[src/rtl/vga_pkg.sv]
// Framebuffer geometry and arbiter state encoding shared by the VGA
// framebuffer blocks.
package vga_pkg;

   localparam int FB_WIDTH  = 200;
   localparam int FB_HEIGHT = 150;
   localparam int FB_WORDS  = FB_WIDTH * FB_HEIGHT;
   localparam int PIX_W     = 12;
   localparam int ADDR_W    = 15;

   typedef enum logic [0:0] {
      ST_IDLE  = 1'b0,
      ST_CLEAR = 1'b1
   } arb_state_t;

endpackage

[src/rtl/fb_clear_seq.sv]
// Fill sequencer: walks the framebuffer address space with a latched colour
// and flags the final word so the arbiter can close out the fill.
module fb_clear_seq #(
   parameter int FB_WORDS = vga_pkg::FB_WORDS,
   parameter int PIX_W    = vga_pkg::PIX_W,
   parameter int ADDR_W   = vga_pkg::ADDR_W
) (
   input  logic              MAX10_CLK1_50,
   input  logic              RESET_N,
   input  logic              load,
   input  logic [PIX_W-1:0]  color_in,
   input  logic              step,
   output logic [ADDR_W-1:0] fill_addr,
   output logic [PIX_W-1:0]  fill_color,
   output logic              fill_last
);

   always_ff @(posedge MAX10_CLK1_50) begin
      if (!RESET_N) begin
         fill_addr  <= '0;
         fill_color <= '0;
      end else if (load) begin
         fill_addr  <= '0;
         fill_color <= color_in;
      end else if (step) begin
         fill_addr <= fill_addr + ADDR_W'(1);
      end
   end

   assign fill_last = (fill_addr == ADDR_W'(FB_WORDS - 1));

endmodule

[src/rtl/fb_arbiter.sv]
// Single-port framebuffer arbiter: display fetches always win, then the
// colour fill, then host writes, with one RAM access per cycle.
module fb_arbiter
   import vga_pkg::arb_state_t, vga_pkg::ST_IDLE, vga_pkg::ST_CLEAR;
#(
   parameter int FB_WORDS = vga_pkg::FB_WORDS,
   parameter int PIX_W    = vga_pkg::PIX_W,
   parameter int ADDR_W   = vga_pkg::ADDR_W
) (
   input  logic              MAX10_CLK1_50,
   input  logic              RESET_N,
   input  logic              disp_req,
   input  logic [ADDR_W-1:0] disp_addr,
   output logic [PIX_W-1:0]  disp_data,
   output logic              disp_valid,
   input  logic              host_valid,
   output logic              host_ready,
   input  logic [ADDR_W-1:0] host_addr,
   input  logic [PIX_W-1:0]  host_data,
   output logic              host_err,
   input  logic              clear_start,
   input  logic [PIX_W-1:0]  clear_color,
   output logic              clear_busy,
   output logic              clear_done,
   output logic [ADDR_W-1:0] mem_addr,
   output logic [PIX_W-1:0]  mem_wdata,
   output logic              mem_we,
   input  logic [PIX_W-1:0]  mem_rdata,
   output arb_state_t        dbg_state
);

   arb_state_t        state;
   logic              rd_v1, rd_v2, rd_oob1, rd_oob2;
   logic              disp_oob, host_oob, host_fire;
   logic              fill_load, fill_step, fill_last;
   logic [ADDR_W-1:0] fill_addr;
   logic [PIX_W-1:0]  fill_color;

   // Host write transfers on a rising edge where host_valid && host_ready;
   // host_ready is combinational and can drop in any cycle, so host_valid
   // and its payload are held until that edge.
   assign host_ready = (state == ST_IDLE) && !disp_req && !clear_start;
   assign host_fire  = host_valid && host_ready;
   assign disp_oob   = (disp_addr >= ADDR_W'(FB_WORDS));
   assign host_oob   = (host_addr >= ADDR_W'(FB_WORDS));
   assign fill_load  = (state == ST_IDLE) && clear_start;
   assign fill_step  = (state == ST_CLEAR) && !disp_req;
   assign dbg_state  = state;

   fb_clear_seq #(
      .FB_WORDS (FB_WORDS),
      .PIX_W    (PIX_W),
      .ADDR_W   (ADDR_W)
   ) u_clear_seq (
      .MAX10_CLK1_50 (MAX10_CLK1_50),
      .RESET_N       (RESET_N),
      .load          (fill_load),
      .color_in      (clear_color),
      .step          (fill_step),
      .fill_addr     (fill_addr),
      .fill_color    (fill_color),
      .fill_last     (fill_last)
   );

   always_ff @(posedge MAX10_CLK1_50) begin
      if (!RESET_N) begin
         state      <= ST_IDLE;
         mem_addr   <= '0;
         mem_wdata  <= '0;
         mem_we     <= 1'b0;
         rd_v1      <= 1'b0;
         rd_v2      <= 1'b0;
         rd_oob1    <= 1'b0;
         rd_oob2    <= 1'b0;
         disp_valid <= 1'b0;
         disp_data  <= '0;
         host_err   <= 1'b0;
         clear_busy <= 1'b0;
         clear_done <= 1'b0;
      end else begin
         mem_we     <= 1'b0;
         host_err   <= 1'b0;
         clear_done <= 1'b0;

         // Two-stage fetch pipe: address out, RAM register, then capture.
         rd_v1      <= disp_req;
         rd_oob1    <= disp_req && disp_oob;
         rd_v2      <= rd_v1;
         rd_oob2    <= rd_oob1;
         disp_valid <= rd_v2;
         if (rd_v2) begin
            disp_data <= rd_oob2 ? '0 : mem_rdata;
         end

         if (disp_req) begin
            if (!disp_oob) begin
               mem_addr <= disp_addr;
            end
         end else begin
            case (state)
               ST_CLEAR: begin
                  mem_we    <= 1'b1;
                  mem_addr  <= fill_addr;
                  mem_wdata <= fill_color;
                  if (fill_last) begin
                     state      <= ST_IDLE;
                     clear_busy <= 1'b0;
                     clear_done <= 1'b1;
                  end
               end
               default: begin
                  if (host_fire) begin
                     if (host_oob) begin
                        host_err <= 1'b1;
                     end else begin
                        mem_we    <= 1'b1;
                        mem_addr  <= host_addr;
                        mem_wdata <= host_data;
                     end
                  end
               end
            endcase
         end

         if (fill_load) begin
            state      <= ST_CLEAR;
            clear_busy <= 1'b1;
         end
      end
   end

endmodule

[config.mk]
export PLATFORM = sky130hd
export DESIGN_NAME = fb_arbiter
export DESIGN_NICKNAME = d
export VERILOG_FILES = /design/src/rtl/vga_pkg.sv /design/src/rtl/fb_clear_seq.sv /design/src/rtl/fb_arbiter.sv
export SDC_FILE = /design/constraint.sdc
export NUM_CORES = 1
export LEC_CHECK = 0
export ABC_AREA = 1
export CORE_MARGIN = 2
export CORE_UTILIZATION = 41
export CTS_BUF_LIST = sky130_fd_sc_hd__clkbuf_16
export CTS_CLUSTER_DIAMETER = 80
export DETAILED_ROUTE_END_ITERATION = 10
export PLACE_DENSITY = 0.76
export SYNTH_ARGS = -nofsm -noshare
export SYNTH_HDL_FRONTEND = slang
export SYNTH_SLANG_ARGS = --single-unit
[constraint.sdc]
create_clock -name MAX10_CLK1_50 -period 1.4 [get_ports MAX10_CLK1_50]
set_clock_uncertainty 0.2 [all_clocks]
set_input_delay 0.21 -clock MAX10_CLK1_50 [delete_from_list [all_inputs] [get_ports MAX10_CLK1_50]]
set_output_delay 0.21 -clock MAX10_CLK1_50 [all_outputs]
set_load 0.05 [all_outputs]
Cells coloured by class:
Scale bar: 20 um. Fill, decap, tap and diode cells in grey.
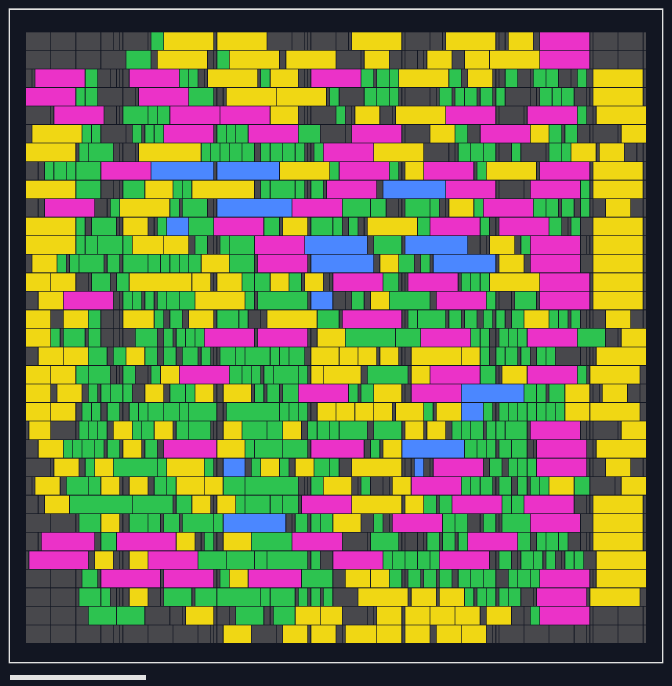
| class | colour | cells |
|---|---|---|
| combinational and other logic | green | 395 |
| other buffers and delay cells | yellow | 187 |
| clock drivers and dummy loads | blue | 16 |
| flops | magenta | 76 |

Cell outlines without signal wires:
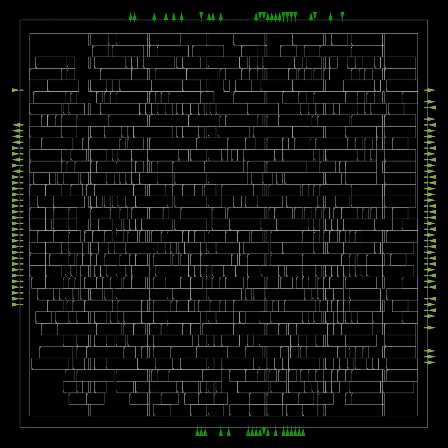
num tapcells: 105
registers: 76
core outline area: 8180 um^2
final non-filler cell total: 779

Power grid:
Pins as bars on the die edge. Tap cells in grey.
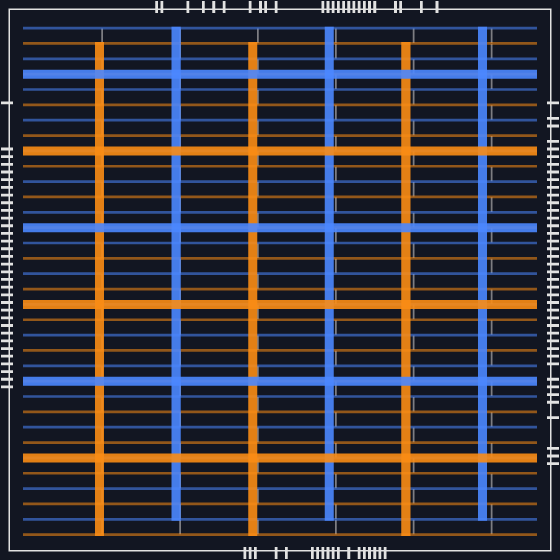
| net | colour |
|---|---|
| VDD | blue |
| VSS | orange |
met5 straps: 6
signal pins: 117

==> impl_metrics.py <==
# Synthesis and PnR figures
metrics = {
    "power_and_ir_drop": {
        "swShare_pct": 28.8,
        "seq_cell_power_mw": 2.39,
        "power_leakage_nw": 2.84,
        "power_clock_mw": 2.44,
        "power_report.internal_total_mw": 4.58,
        "switching_power_mw": 1.85,
        "power.density_nw_per_um2": 980,
        "combinationalPower_mw": 1.61,
    },
    "sta": {
        "finalHoldWorstSlack_ns": 0.140,
        "slew-limit-headroom_pct": 71.4,
        "report.final.hold_viol_count": 0,
        "max_frequency_mhz": 579,
        "fin_crit_ns": 1.73,
        "finalSetupViolCount": 40,
        "finalWorstSetupSlack_ns": -0.327,
    },
    "synth": {
        "synth_area_leader_cell": "sky130_fd_sc_hd__dfxtp_1",
        "post_synth_xor_area_fraction_pct": 0,
        "synth.yosys.num_cells": 495,
        "common_cells": "sky130_fd_sc_hd__nand2_1 (100), sky130_fd_sc_hd__dfxtp_1 (76), sky130_fd_sc_hd__nor2_1 (68), sky130_fd_sc_hd__a21oi_1 (53), sky130_fd_sc_hd__o21ai_0 (47)",
        "postSynthCellCount": 495,
        "mux_area_share_pct": 0,
        "synth.top_cells.by_area": "sky130_fd_sc_hd__dfxtp_1 (44%), sky130_fd_sc_hd__nand2_1 (11%), sky130_fd_sc_hd__a21oi_1 (7.7%)",
        "ys_sh_adder_pct": 0.363,
        "post_synth.cell_area_avg_um2": 6.96,
        "ys_sh_aoi_pct": 17.1,
        "post_synth_num_cell_types": 31,
        "ys_chip_area_um2": 3450,
        "synth_area_um2": 3450,
        "ys_async_sr_fraction_pct": 0,
        "synth_nets": 567,
    },
    "finish": {
        "n_fill_cell": 495,
        "num-nonclk-inverters": 50,
        "area_occupied_by_registers_um2": 1540,
        "antennaDiodeCount": 0,
        "finalInstanceArea_um2": 6560,
        "area.share.combinational_pct": 30.9,
        "logic_area_um2": 2030,
        "sh_seq_area_pct": 23.5,
    },
    "floorplan": {
        "floorplan.core_util_pct": 42.2,
        "chip_area_um2": 9160,
        "number_of_top_level_design_ports": 117,
        "fp-row-count": 33,
    },
    "place": {
        "place.port_buffers": 116,
    },
    "global_routing": {
        "antenna_found_initial": 0,
        "grt_pass1_vias": 3883,
        "grt_util_met2_pct": 47.3,
        "grt_max_degree": 45,
        "grtUsageTotal_pct": 25.1,
        "gr-total-overflow": 0,
    },
    "clocking": {
        "number_of_buffers_inserted_during_clock_tree_synthesis": 9,
        "htree_num_levels": 3,
        "clk_root_buffer_cell": "sky130_fd_sc_hd__clkbuf_16",
        "clock_insertion_delay_worst_skew_ns": 0.33,
        "cts_num_sinks": 76,
        "cts_hold_repair.buffers": 0,
        "tritoncts_clock_tree": "built",
        "clk_transition_reported_paths_ns": 0.06,
    },
    "routing": {
        "drtIter0Drc": 175,
        "dr_wl_met2_um": 6430,
        "ant_nets": 0,
        "dr.max_layer_used": "met4",
        "route.detailed.drc": 0,
    },
    "status": {
        "failed_checks": "negative setup slack",
        "status": "finished with violations",
    },
    "worst_setup_path": {
        "critPathMostFrequentCell": "sky130_fd_sc_hd__nor2_1",
        "timing.critical_path.from": "host_addr[7]",
        "worstReg2RegEnd": "mem_addr[13]",
        "path_buffers": 2,
        "crit_cells": 11,
        "r2r_start": "dbg_state",
    },
    "flow_run": {
        "maxCapViolCount": 0,
    },
    "min_path": {
        "worst_hold_path_type": "primary input to flop",
        "hold_depth": 5,
    },
}
